[src/rtl/pipelined_alu_adder.sv]
// Pipelined ADD/SUB/ADC/SBC with ARM-style NZCV flags. The carry chain is cut
// into STAGES registered chunks; a valid/ready handshake gives backpressure.
module pipelined_alu_adder #(
  parameter int WIDTH  = 64,
  parameter int STAGES = 4
) (
  input  logic             clk,
  input  logic             rst_n,
  input  logic             flush,
  input  logic             in_valid,
  output logic             in_ready,
  input  logic [1:0]       op,
  input  logic [WIDTH-1:0] a,
  input  logic [WIDTH-1:0] b,
  input  logic             cin,
  output logic             out_valid,
  input  logic             out_ready,
  output logic [WIDTH-1:0] result,
  output logic [3:0]       nzcv
);
  localparam int CW = WIDTH / STAGES;

  // Per-stage state. a_* carries finished low chunks plus untouched high operand
  // chunks of A; b_* carries the effective (possibly inverted) B operand.
  logic [STAGES-1:0][WIDTH-1:0] a_q, a_d, b_q, b_d;
  logic [STAGES-1:0]            c_q, c_d, z_q, z_d, v_q, v_d;
  logic [3:0]                   nzcv_q, nzcv_d;

  logic [STAGES-1:0][WIDTH-1:0] a_src, b_src;
  logic [STAGES-1:0]            c_src, z_src, v_src;

  logic [WIDTH-1:0] b_eff;
  logic             c_eff;
  logic             stall;
  logic [CW:0]      sum;
  logic             unused_bits;

  assign stall    = v_q[STAGES-1] & ~out_ready;
  assign in_ready = ~stall;

  // op[0] selects subtraction, op[1] selects the external carry-in.
  assign b_eff = op[0] ? ~b : b;
  assign c_eff = op[1] ? cin : op[0];

  assign a_src[0] = a;
  assign b_src[0] = b_eff;
  assign c_src[0] = c_eff;
  assign z_src[0] = 1'b1;
  assign v_src[0] = in_valid;

  for (genvar k = 1; k < STAGES; k++) begin : g_link
    assign a_src[k] = a_q[k-1];
    assign b_src[k] = b_q[k-1];
    assign c_src[k] = c_q[k-1];
    assign z_src[k] = z_q[k-1];
    assign v_src[k] = v_q[k-1];
  end

  always_comb begin
    a_d    = a_q;
    b_d    = b_q;
    c_d    = c_q;
    z_d    = z_q;
    v_d    = v_q;
    nzcv_d = nzcv_q;
    sum    = '0;
    if (flush) begin
      v_d = '0;
    end else if (!stall) begin
      for (int k = 0; k < STAGES; k++) begin
        sum = {1'b0, a_src[k][k*CW +: CW]} + {1'b0, b_src[k][k*CW +: CW]}
            + {{CW{1'b0}}, c_src[k]};
        a_d[k]             = a_src[k];
        a_d[k][k*CW +: CW] = sum[CW-1:0];
        b_d[k]             = b_src[k];
        c_d[k]             = sum[CW];
        z_d[k]             = z_src[k] & ~|sum[CW-1:0];
        v_d[k]             = v_src[k];
        if (k == STAGES - 1) begin
          // Carry into the MSB is recovered from the MSB sum bit and its operands.
          nzcv_d = {sum[CW-1],
                    z_src[k] & ~|sum[CW-1:0],
                    sum[CW],
                    a_src[k][WIDTH-1] ^ b_src[k][WIDTH-1] ^ sum[CW-1] ^ sum[CW]};
        end
      end
    end
  end

  always_ff @(posedge clk or negedge rst_n) begin
    if (!rst_n) begin
      a_q    <= '0;
      b_q    <= '0;
      c_q    <= '0;
      z_q    <= '0;
      v_q    <= '0;
      nzcv_q <= '0;
    end else begin
      a_q    <= a_d;
      b_q    <= b_d;
      c_q    <= c_d;
      z_q    <= z_d;
      v_q    <= v_d;
      nzcv_q <= nzcv_d;
    end
  end

  assign out_valid = v_q[STAGES-1];
  assign result    = a_q[STAGES-1];
  assign nzcv      = nzcv_q;

  // Last-stage operand B, carry and zero are superseded by result/nzcv.
  assign unused_bits = ^{b_q[STAGES-1], c_q[STAGES-1], z_q[STAGES-1]};

endmodule

[config.mk]
export PLATFORM = sky130hd
export DESIGN_NAME = pipelined_alu_adder
export DESIGN_NICKNAME = d
export VERILOG_FILES = /design/src/rtl/pipelined_alu_adder.sv
export SDC_FILE = /design/constraint.sdc
export NUM_CORES = 1
export LEC_CHECK = 0
export CAP_MARGIN = 20
export CELL_PAD_IN_SITES_DETAIL_PLACEMENT = 1
export CELL_PAD_IN_SITES_GLOBAL_PLACEMENT = 2
export CORE_MARGIN = 4
export CORE_UTILIZATION = 35
export DETAILED_ROUTE_END_ITERATION = 8
export PLACE_DENSITY_LB_ADDON = 0.1
export SKIP_CTS_REPAIR_TIMING = 1
export SLEW_MARGIN = 20
export SYNTH_ARGS = -nofsm -noshare
export SYNTH_HDL_FRONTEND = slang
export SYNTH_SLANG_ARGS = --single-unit
[constraint.sdc]
create_clock -name clk -period 4.33 [get_ports clk]
set_clock_uncertainty 0.2 [all_clocks]
set_input_delay 0.866 -clock clk [delete_from_list [all_inputs] [get_ports clk]]
set_output_delay 0.866 -clock clk [all_outputs]
set_load 0.01 [all_outputs]
==> flow_metrics.py, run 1 <==
# Metrics from the implementation run
metrics = {
    "status": {
        "status": "complete, no violations",
    },
    "global_routing": {
        "globalRouteOverflowTotal": 0,
        "maximum_number_of_pins_on_one_net_before_global_route_repair": 180,
        "vias_in_the_first_global_route": 13959,
        "grt_antenna_before_repair": 1,
        "grt_pass1_wl_um": 72970,
    },
    "sta": {
        "grt_setup_unrepaired": "no",
        "whs_ns": 0.1282,
        "timing_hold_violations_final": 0,
        "slew_headroom_pct": 37.91,
        "achievable-frequency_mhz": 279.1,
        "setup_viol_count_final": 0,
        "timing_max_transition_violations_final": 0,
        "max_slew.worst_pin.slew_ns": 0.9313,
        "final.setup.tns_ns": 0,
        "post-route-min-period_ns": 3.583,
        "post-route-period-util_pct": 82.76,
    },
    "logic_synthesis": {
        "yosys-stat-cells": 1968,
        "number_of_enable_type_register_cells_in_the_synthesized_netlist": 0,
        "yosysChipArea_mm2": 0.01743,
        "xor_share_pct": 5.427,
        "topCellsByArea": "dfrtp_1 (52%), nand2_1 (19%), ha_1 (4.3%)",
        "yosys.area_share.adder_pct": 5.226,
        "postSynthNetCount": 2172,
        "cell_variety_after_synth": 67,
        "synth.cellmix.simpleShare_pct": 22.93,
        "synthMuxAreaShare_pct": 0.6963,
        "yosysWarnings": 0,
        "yosys.area.top_type_share_pct": 52.40,
        "netlist_area_mm2": 0.01743,
        "async_flop_share_pct": 100.0,
        "syn_area_per_cell_um2": 8.857,
        "synth.ff_latch_count": 365,
        "synthesis.instances": 1968,
        "yosys.area_share.aoi_pct": 8.312,
        "post_synth_most_frequent_cells": "nand2_1 (889), dfrtp_1 (365), o21ai_0 (108)",
        "synth_area_leader_cell": "dfrtp_1",
        "largest_combinational_cell_category_by_area": "simple AND/OR/NAND/NOR gates",
        "synthMostInstantiatedCell": "nand2_1",
        "ys_dominant_reg_cell": "dfrtp_1",
        "yosys.stat.seqShare_pct": 52.40,
    },
    "floorplanning": {
        "std_cell_rows": 81,
        "chipHeight_um": 231.2,
        "floorplan.core_area_mm2": 0.04905,
        "fp-utilization_pct": 35.53,
        "floorplan.io_pins": 206,
        "count_of_inserted_tapcells": 664,
        "dieWidth_um": 231.2,
        "chip_area_mm2": 0.05343,
    },
    "critical_path": {
        "critical_path_depth": 13,
        "worstReg2RegStart": "a_q[16]",
        "worstSetupPathType": "in -> reg",
        "cpLargestDelayFamily": "adder cells",
        "endpoint_kind": "flip-flop",
        "ff2ff_setup_slack_ns": 0.82,
        "cp_data_required_time_ns": 4.56,
        "cp.buffers_inverters": 1,
        "crit_path_max_fanout": 3,
        "timing.critical_path.from": "b[0]",
        "reg2reg_to": "z_q[1]",
        "critical_path.max_stage_delay_ns": 0.48,
        "timing.critical_path.arrival_ns": 3.82,
        "worstSetupEndpoint": "z_q[0]",
        "cpMaxStageDelayCell": "fa_1",
        "critical_path.most_common_cell": "fa_1",
        "startpoint_type": "input pin",
        "r2r_cells": 11,
        "path_cells": "clkdlybuf4s50_1 -> xnor2_1 -> fa_1 -> fa_1 -> nor2b_1 -> o31a_1 -> o21ai_1 -> nand2_1 -> a21oi_1 -> a221oi_1 -> and4b_1 -> nand4_1 -> o31ai_1",
    },
    "drt": {
        "detail_route.vias_per_cell": 4.652,
        "routed_wire_length_per_instance_um": 15.64,
        "drt-pass1-iter-count": 4,
        "first_iter_violations": 688,
        "drc_errors": 0,
        "detail-route-antenna-nets": 0,
    },
    "job": {
        "warning_count": 30,
        "maxCapViolCount": 0,
    },
    "placement": {
        "dp_slack_ns": 0.1622,
        "last_weighted_congestion_value_of_the_routability_driven_placer": 0.7800,
        "dp.final_hpwl_um": 29500,
        "post-place-cells": 2705,
        "portBuffers": 205,
        "detailed_place.area_mm2": 0.01975,
    },
    "cells_and_area": {
        "comb_share_pct": 35.23,
        "final_nets": 2290,
        "area.combinational_mm2": 0.007440,
        "n_multi_input_combinational_cell": 1436,
        "layout.clock_buffers": 66,
        "layout.area.seq_mm2": 0.009134,
        "area_growth_syn_to_fin_pct": 21.14,
        "area_share_nonclk_buffers_pct": 10.86,
        "layout.cells.most_common_list": "nand2_1 (889), dfrtp_1 (365), clkdlybuf4s50_1 (203)",
        "layout.sequential_cells": 365,
        "postLayoutCoreUtil_pct": 43.05,
        "diodes": 0,
        "layout.cells.most_common": "nand2_1",
        "nFillCells": 5687,
        "nonClockBufferCount": 225,
        "seq-cell-share_pct": 43.26,
        "area_share_clock_buf_inv_pct": 6.453,
        "finish.cell_count_without_fillers": 2778,
        "inv_count": 15,
        "area_dominant_class": "registers",
        "fraction_of_final_layout_cells_with_drive_strength_greater_than_1_pct": 5.109,
    },
    "pwr": {
        "internal-power_mw": 7.345,
        "power.clock.fraction_pct": 33.8,
        "p_comb_share_pct": 23.5,
        "leakage_nw": 10.22,
        "powerComb_mw": 2.47,
        "clockNetworkPower_mw": 3.54,
        "power-top-group": "registers",
        "power.net_switching_mw": 3.142,
        "seq_power_share_pct": 42.7,
        "p_seq_mw": 4.48,
        "total_power_mw": 10.49,
        "switching_share_pct": 29.96,
        "worst_ir_drop_vdd_v": 0.0002212,
        "power.density_cell_area_mw_per_mm2": 496.6,
    },
    "worst_hold_path": {
        "hold_path.class": "in -> async",
    },
    "cts": {
        "clock_sink_total": 365,
        "htree_levels": 2,
        "cts-buffers-inserted": 43,
        "root_buffer": "clkbuf_16",
        "cts_max_path_buffers": 3,
        "cts.reportedPaths.clkPinSlew_ns": 0.06,
        "tritoncts": "yes",
        "worst_skew_pair.late_latency_ns": 0.55,
    },
}
-- run 1: sequential cells by signal, summed over array words and instances, names as in the netlist --
register	cells
a_q	192
b_q	96
c_q	3
nzcv	3
result	64
v_q	4
z_q	3
-- run 1: cell families after synthesis --
logic type,after synthesis
simple gates,1010
flops,365
compound gates,239
buf+inv,167
xor+xnor,108
fa+ha+maj,68
mux,11
-- run 1: worst min path at each step --
stage | to | slack [ns]
after detailed placement | b_q[189] | 0.25
after global placement | result[32] | 0.25
final | result[15] | 0.13
after global routing | result[15] | 0.21
after CTS | result[15] | 0.18
after floorplan | a_q[150] | 0.23
-- run 1: per-layer routing --
metal	up-vias	wire length [um]	track usage [%]
li1	6491	-	-
met1	6208	20780	22.85
met2	169	20290	26.66
met3	54	1583	2.925
met4	0	802	4.153
met5	-	0	0
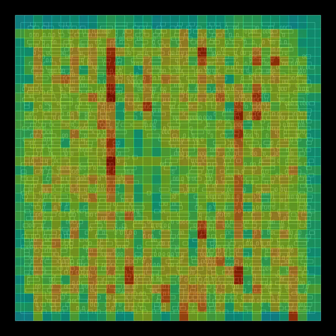
*Track usage over the die, run 1*
global-route track usage on met3: 2.925%
global routing's busiest layer: met2
global router's overall resource usage: 16.40%
GRT met1 Usage: 22.85%

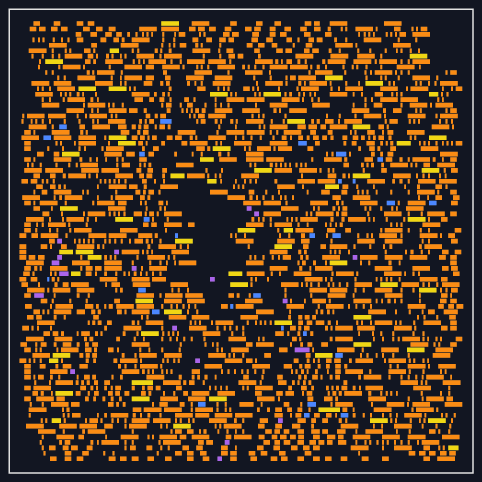
*Sizing map, run 1*
Drawn at 2 px/um.
x3 and x4 -> purple  # cells 19, share 0.90%
x1 and smaller -> orange  # cells 2006, share 95%
x6 and larger -> yellow  # cells 62, share 2.9%
x2 -> blue  # cells 27, share 1.3%
post-route cell area: 0.02112 mm^2
post-route setup slack: 0.7467 ns

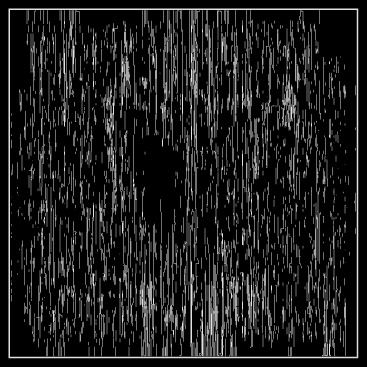
*The metal 2 layer, run 1*
Drawn at 1.5 px/um.
wire length on this layer = 20.3 mm
longest straight run = 78.2 um
main direction = vertical
share of all routed wire = 47%
total number of vias: 12922
detailed-route wire length: 43460 um
met2 Track Usage GR: 26.66%

### Layout detail, run 1

Region (103, 103) to (128, 128) um. Cells in gray, sequential cells in the stronger gray; small squares are vias.
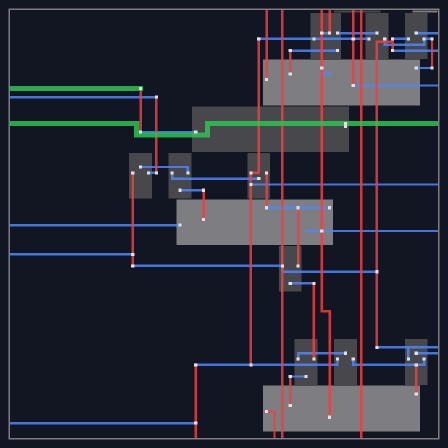

==> run 2: changes to the inputs <==
clock period = 3.5 ns   (was 4.33 ns; I/O delays follow)
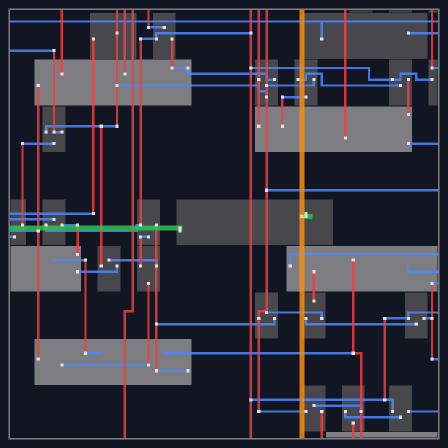
*Layout detail, run 2*
Region (103, 103) to (128, 128) um. Cells in gray, sequential cells in the stronger gray; small squares are vias.
M3 -> green
M4 -> orange
M2 -> red
M1 -> blue
sequential cells in the window = 4
netlist names of flops here include = a_q (2), b_q (2)
most frequent = nand2_1 (16), dfrtp_1 (4)
cells with their middle in the window = 23

==> flow_metrics.py, run 2 <==
# Metrics from the implementation run
metrics = {
    "global_routing": {
        "gr-usage-all-layers_pct": 16.96,
        "vias_in_the_first_global_route": 14300,
        "use_met1_pct": 23.58,
        "grt_pass1_wl_um": 74740,
        "gr-max-usage-layer": "met2",
        "grt_antenna_before_repair": 1,
        "grt_util_met2_pct": 27.56,
    },
    "cts": {
        "tritoncts": "yes",
        "cts_max_path_buffers": 3,
        "clock_sink_total": 365,
        "root_buffer": "clkbuf_16",
        "cts-buffers-inserted": 44,
        "htree_levels": 2,
        "worst_skew_pair.late_latency_ns": 0.58,
    },
    "pwr": {
        "worst_ir_drop_vdd_v": 0.0003257,
        "total_power_mw": 13.38,
    },
    "drt": {
        "first_iter_violations": 509,
        "vias": 13094,
        "drt-pass1-iter-count": 4,
        "detail_route.vias_per_cell": 4.653,
        "highest-signal-layer": "met4",
        "route.layer.met1.wl_um": 21390,
        "routed_wire_length_per_instance_um": 15.75,
    },
    "cells_and_area": {
        "seq-cell-share_pct": 42.47,
        "area_share_clock_buf_inv_pct": 6.888,
        "finish.cell_count_without_fillers": 2814,
        "n_multi_input_combinational_cell": 1436,
        "fraction_of_final_layout_cells_with_drive_strength_greater_than_1_pct": 7.027,
        "comb_share_pct": 34.82,
        "area_share_nonclk_buffers_pct": 11.69,
        "largest_register_ffs": 192,
        "layout.sequential_cells": 365,
        "finish.instance_area_mm2": 0.02151,
        "layout.cells.most_common_list": "nand2_1 (889), dfrtp_1 (365), clkdlybuf4s50_1 (203)",
        "area_dominant_class": "registers",
        "postLayoutCoreUtil_pct": 43.85,
    },
    "logic_synthesis": {
        "topCellsByArea": "dfrtp_1 (52%), nand2_1 (19%), ha_1 (4.3%)",
        "synthMostInstantiatedCell": "nand2_1",
        "async_flop_share_pct": 100.0,
        "synthesis.instances": 1968,
        "yosysChipArea_mm2": 0.01743,
        "synth.ff_latch_count": 365,
        "yosys.stat.seqShare_pct": 52.40,
        "yosysWarnings": 0,
        "number_of_enable_type_register_cells_in_the_synthesized_netlist": 0,
        "synth_area_leader_cell": "dfrtp_1",
        "syn_area_per_cell_um2": 8.857,
    },
    "sta": {
        "setup_viol_count_final": 0,
        "post-route-period-util_pct": 94.20,
        "post-route-min-period_ns": 3.297,
        "max_slew.worst_pin.slew_ns": 0.9229,
        "final.setup.tns_ns": 0,
        "timing_hold_violations_final": 32,
        "timing_max_transition_violations_final": 0,
        "whs_ns": -0.06213,
        "achievable-frequency_mhz": 303.3,
    },
    "critical_path": {
        "ff2ff_setup_slack_ns": 0.21,
        "path_cells": "clkdlybuf4s50_1 -> xnor2_1 -> fa_1 -> fa_2 -> nor2b_1 -> o31a_1 -> o21ai_1 -> nand2_1 -> xnor2_1 -> and4b_1 -> and4b_1 -> nand4_1 -> o31ai_1",
        "cp_data_required_time_ns": 3.78,
        "worstReg2RegStart": "a_q[96]",
        "reg2reg_to": "z_q[2]",
        "timing.critical_path.arrival_ns": 3.58,
        "worstSetupPathType": "in -> reg",
    },
    "placement": {
        "dp.final_hpwl_um": 30510,
        "post-place-cells": 2733,
        "detailed_place.area_mm2": 0.01998,
        "last_weighted_congestion_value_of_the_routability_driven_placer": 0.7830,
        "portBuffers": 205,
    },
    "floorplanning": {
        "fp-utilization_pct": 35.53,
        "chipHeight_um": 231.2,
        "std_cell_rows": 81,
        "chip_area_mm2": 0.05343,
    },
    "status": {
        "status": "complete, but fails checks",
        "failed_checks": "hold timing",
    },
    "worst_hold_path": {
        "hold_path.class": "in -> async",
    },
}
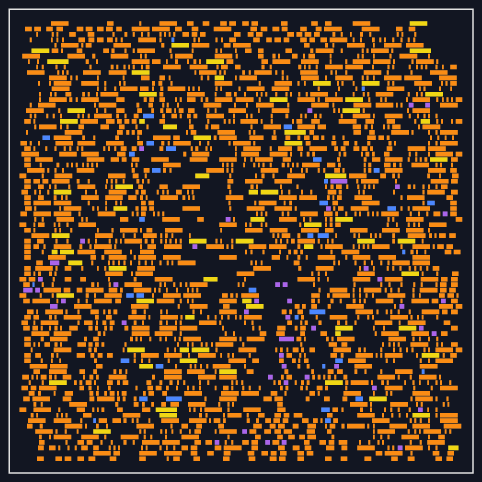
*Sizing map, run 2*
Drawn at 2 px/um.
x1 and smaller -> orange  # cells 1998, share 93%
x2 -> blue  # cells 36, share 1.7%
x3 and x4 -> purple  # cells 46, share 2.1%
x6 and larger -> yellow  # cells 69, share 3.2%
post-route setup slack: 0.2029 ns
Signal buffers: 253

## run 2: power by group
part / total (mW) / switching [mW] / internal (mW)
clock: 4.70 / 1.82 / 2.88
sequential: 5.54 / 0.497 / 5.05
combinational: 3.13 / 1.67 / 1.46
total: 13.4 / 3.99 / 9.39
## run 2: kinds of logic after synthesis
family / Yosys count / share of synthesized area (%)
AOI/OAI and AO/OA: 239 / 8.313
xor gates and xnor gates: 108 / 5.427
adders and majority gates: 68 / 5.226
buffers and inverters: 167 / 5.003
DFF: 365 / 52.40
muxes: 11 / 0.6963
and+or+nand+nor: 1010 / 22.93
## run 2: critical path: cells and delay by family
family / cells / cell delay [ns]
xor+xnor: 2 / 0.29
compound gates: 3 / 0.47
fa+ha+maj: 2 / 0.89
buf+inv: 1 / 0.43
simple gates: 5 / 0.80
### Sequential cells colored by netlist name, run 2

Drawn at 1.5 px/um.
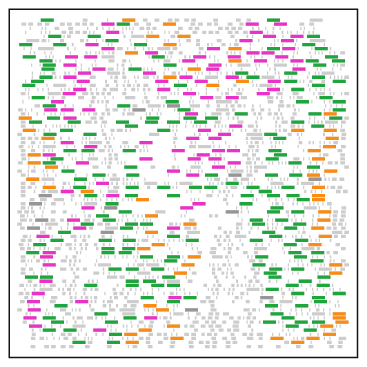

==> run 3: changes to the inputs <==
CORE_MARGIN = not set   (was 4)
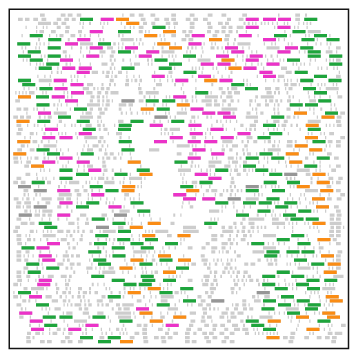
*Sequential cells colored by netlist name, run 3*
Drawn at 1.5 px/um.
b_q -> magenta  # placed flops 96, where all over the die
a_q -> green  # placed flops 192, where all over the die
result -> orange  # placed flops 64
not colored = 13
sequential standard cell area: 0.009134 mm^2
post-layout util: 43.72%
sequential share of cell area: 42.59%

==> flow_metrics.py, run 3 <==
# Metrics from the implementation run
metrics = {
    "cts": {
        "clock_sink_total": 365,
        "cts-buffers-inserted": 43,
        "cts_max_path_buffers": 3,
        "worst_skew_pair.late_latency_ns": 0.57,
        "tritoncts": "yes",
        "root_buffer": "clkbuf_16",
        "htree_levels": 2,
    },
    "floorplanning": {
        "chip_area_mm2": 0.05070,
        "chipHeight_um": 225.2,
        "floorplan.core_area_mm2": 0.04905,
        "std_cell_rows": 81,
        "fp-utilization_pct": 35.53,
    },
    "global_routing": {
        "globalRouteOverflowTotal": 0,
        "gr-usage-all-layers_pct": 17.77,
        "use_met1_pct": 24.44,
        "gr-max-usage-layer": "met2",
        "grt_pass1_wl_um": 72500,
        "grt_antenna_before_repair": 0,
        "maximum_number_of_pins_on_one_net_before_global_route_repair": 150,
        "grt_util_met2_pct": 28.46,
        "vias_in_the_first_global_route": 13860,
    },
    "logic_synthesis": {
        "synth.ff_latch_count": 365,
        "yosys.stat.seqShare_pct": 52.40,
        "synthMuxAreaShare_pct": 0.6963,
        "synth.cellmix.simpleShare_pct": 22.93,
        "cell_variety_after_synth": 67,
        "ys_dominant_reg_cell": "dfrtp_1",
        "largest_combinational_cell_category_by_area": "simple AND/OR/NAND/NOR gates",
        "synthesis.instances": 1968,
        "synthMostInstantiatedCell": "nand2_1",
        "yosys.area_share.adder_pct": 5.226,
        "synth_area_leader_cell": "dfrtp_1",
        "yosys.area_share.aoi_pct": 8.312,
        "number_of_enable_type_register_cells_in_the_synthesized_netlist": 0,
        "topCellsByArea": "dfrtp_1 (52%), nand2_1 (19%), ha_1 (4.3%)",
        "syn_area_per_cell_um2": 8.857,
        "yosysWarnings": 0,
        "yosysChipArea_mm2": 0.01743,
        "async_flop_share_pct": 100.0,
        "xor_share_pct": 5.427,
    },
    "placement": {
        "dp.final_hpwl_um": 29930,
        "portBuffers": 205,
        "last_weighted_congestion_value_of_the_routability_driven_placer": 0.7585,
        "post-place-cells": 2730,
        "detailed_place.area_mm2": 0.01996,
    },
    "drt": {
        "detail-route-antenna-nets": 0,
        "highest-signal-layer": "met4",
        "first_iter_violations": 604,
        "detail_route.vias_per_cell": 4.683,
        "drt-pass1-iter-count": 4,
        "routed_wire_length_per_instance_um": 15.40,
        "route.layer.met1.wl_um": 20680,
        "vias": 13131,
    },
    "cells_and_area": {
        "finish.cell_count_without_fillers": 2804,
        "area_share_nonclk_buffers_pct": 11.67,
        "layout.cells.most_common_list": "nand2_1 (889), dfrtp_1 (365), clkdlybuf4s50_1 (203)",
        "layout.sequential_cells": 365,
        "area_dominant_class": "registers",
        "comb_share_pct": 34.91,
        "area_share_clock_buf_inv_pct": 6.697,
        "nonClockBufferCount": 251,
        "finish.instance_area_mm2": 0.02145,
        "final_nets": 2316,
        "largest_register_ffs": 192,
        "fraction_of_final_layout_cells_with_drive_strength_greater_than_1_pct": 6.869,
        "n_multi_input_combinational_cell": 1436,
    },
    "pwr": {
        "worst_ir_drop_vdd_v": 0.0002752,
        "total_power_mw": 13.26,
    },
    "sta": {
        "post-route-period-util_pct": 94.39,
        "max_slew.worst_pin.slew_ns": 0.7238,
        "final.setup.tns_ns": 0,
        "achievable-frequency_mhz": 302.7,
        "setup_viol_count_final": 0,
        "whs_ns": 0.2565,
        "post-route-worst-setup-slack_ns": 0.1964,
        "timing_max_transition_violations_final": 0,
        "post-route-min-period_ns": 3.304,
        "timing_hold_violations_final": 0,
    },
    "critical_path": {
        "worstReg2RegStart": "a_q[96]",
        "cpLargestDelayFamily": "simple AND/OR/NAND/NOR gates",
        "cp_data_required_time_ns": 3.77,
        "path_cells": "clkdlybuf4s50_1 -> xnor2_1 -> fa_2 -> fa_2 -> nor2b_1 -> o31a_1 -> o21ai_1 -> nand2_1 -> xnor2_1 -> and4b_1 -> and4b_1 -> nand4_1 -> o31ai_1",
        "cpMaxStageDelayCell": "clkdlybuf4s50_1",
        "timing.critical_path.from": "b[0]",
        "ff2ff_setup_slack_ns": 0.20,
        "r2r_cells": 11,
        "worstSetupPathType": "in -> reg",
        "cp.buffers_inverters": 1,
        "critical_path_depth": 13,
        "reg2reg_to": "z_q[2]",
        "timing.critical_path.arrival_ns": 3.57,
    },
    "worst_hold_path": {
        "hold_path.class": "reg -> reg",
        "worst_hold_path.num_cells": 2,
    },
    "status": {
        "status": "complete, no violations",
    },
}
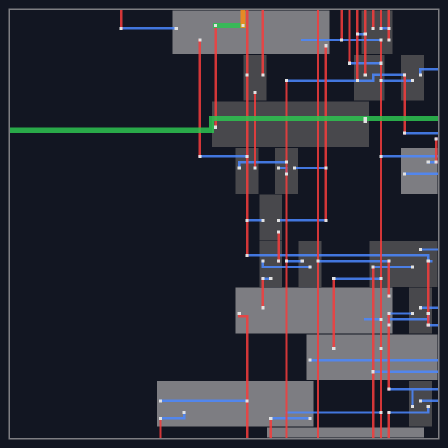
*Layout detail, run 3*
Region (100, 100) to (125, 125) um. Cells in gray, sequential cells in the stronger gray; small squares are vias.
M3 -> green
M1 -> blue
M4 -> orange
M2 -> red
most frequent = nand2_1 (9), dfrtp_1 (4), o21ai_0 (2)
netlist names of flops here include = a_q (2)
sequential cells in the window = 4
cells with their middle in the window = 17

-- run 3: cell count changes in the layout (fill, tap and decap cells not counted), sizes merged --
cell | before | now
dlygate4sd3 | 0 | 1
buf | 50 | 47
inv | 18 | 15
clkinv | 6 | 5
clkbuf | 66 | 63
bufinv | 5 | 4
clkinvlp | 0 | 1
diode | 1 | 0
-- run 3: power breakdown --
part           total [mW]  internal, mW  leakage [nW]  switching (mW)
sequential           5.55          5.05          4.54           0.502
combinational        3.12          1.46          5.16            1.66
clock                4.59          2.82         0.706            1.78
total                13.3          9.32          10.4            3.94
No activity file was given, so power comes from the tool's default toggle rates.
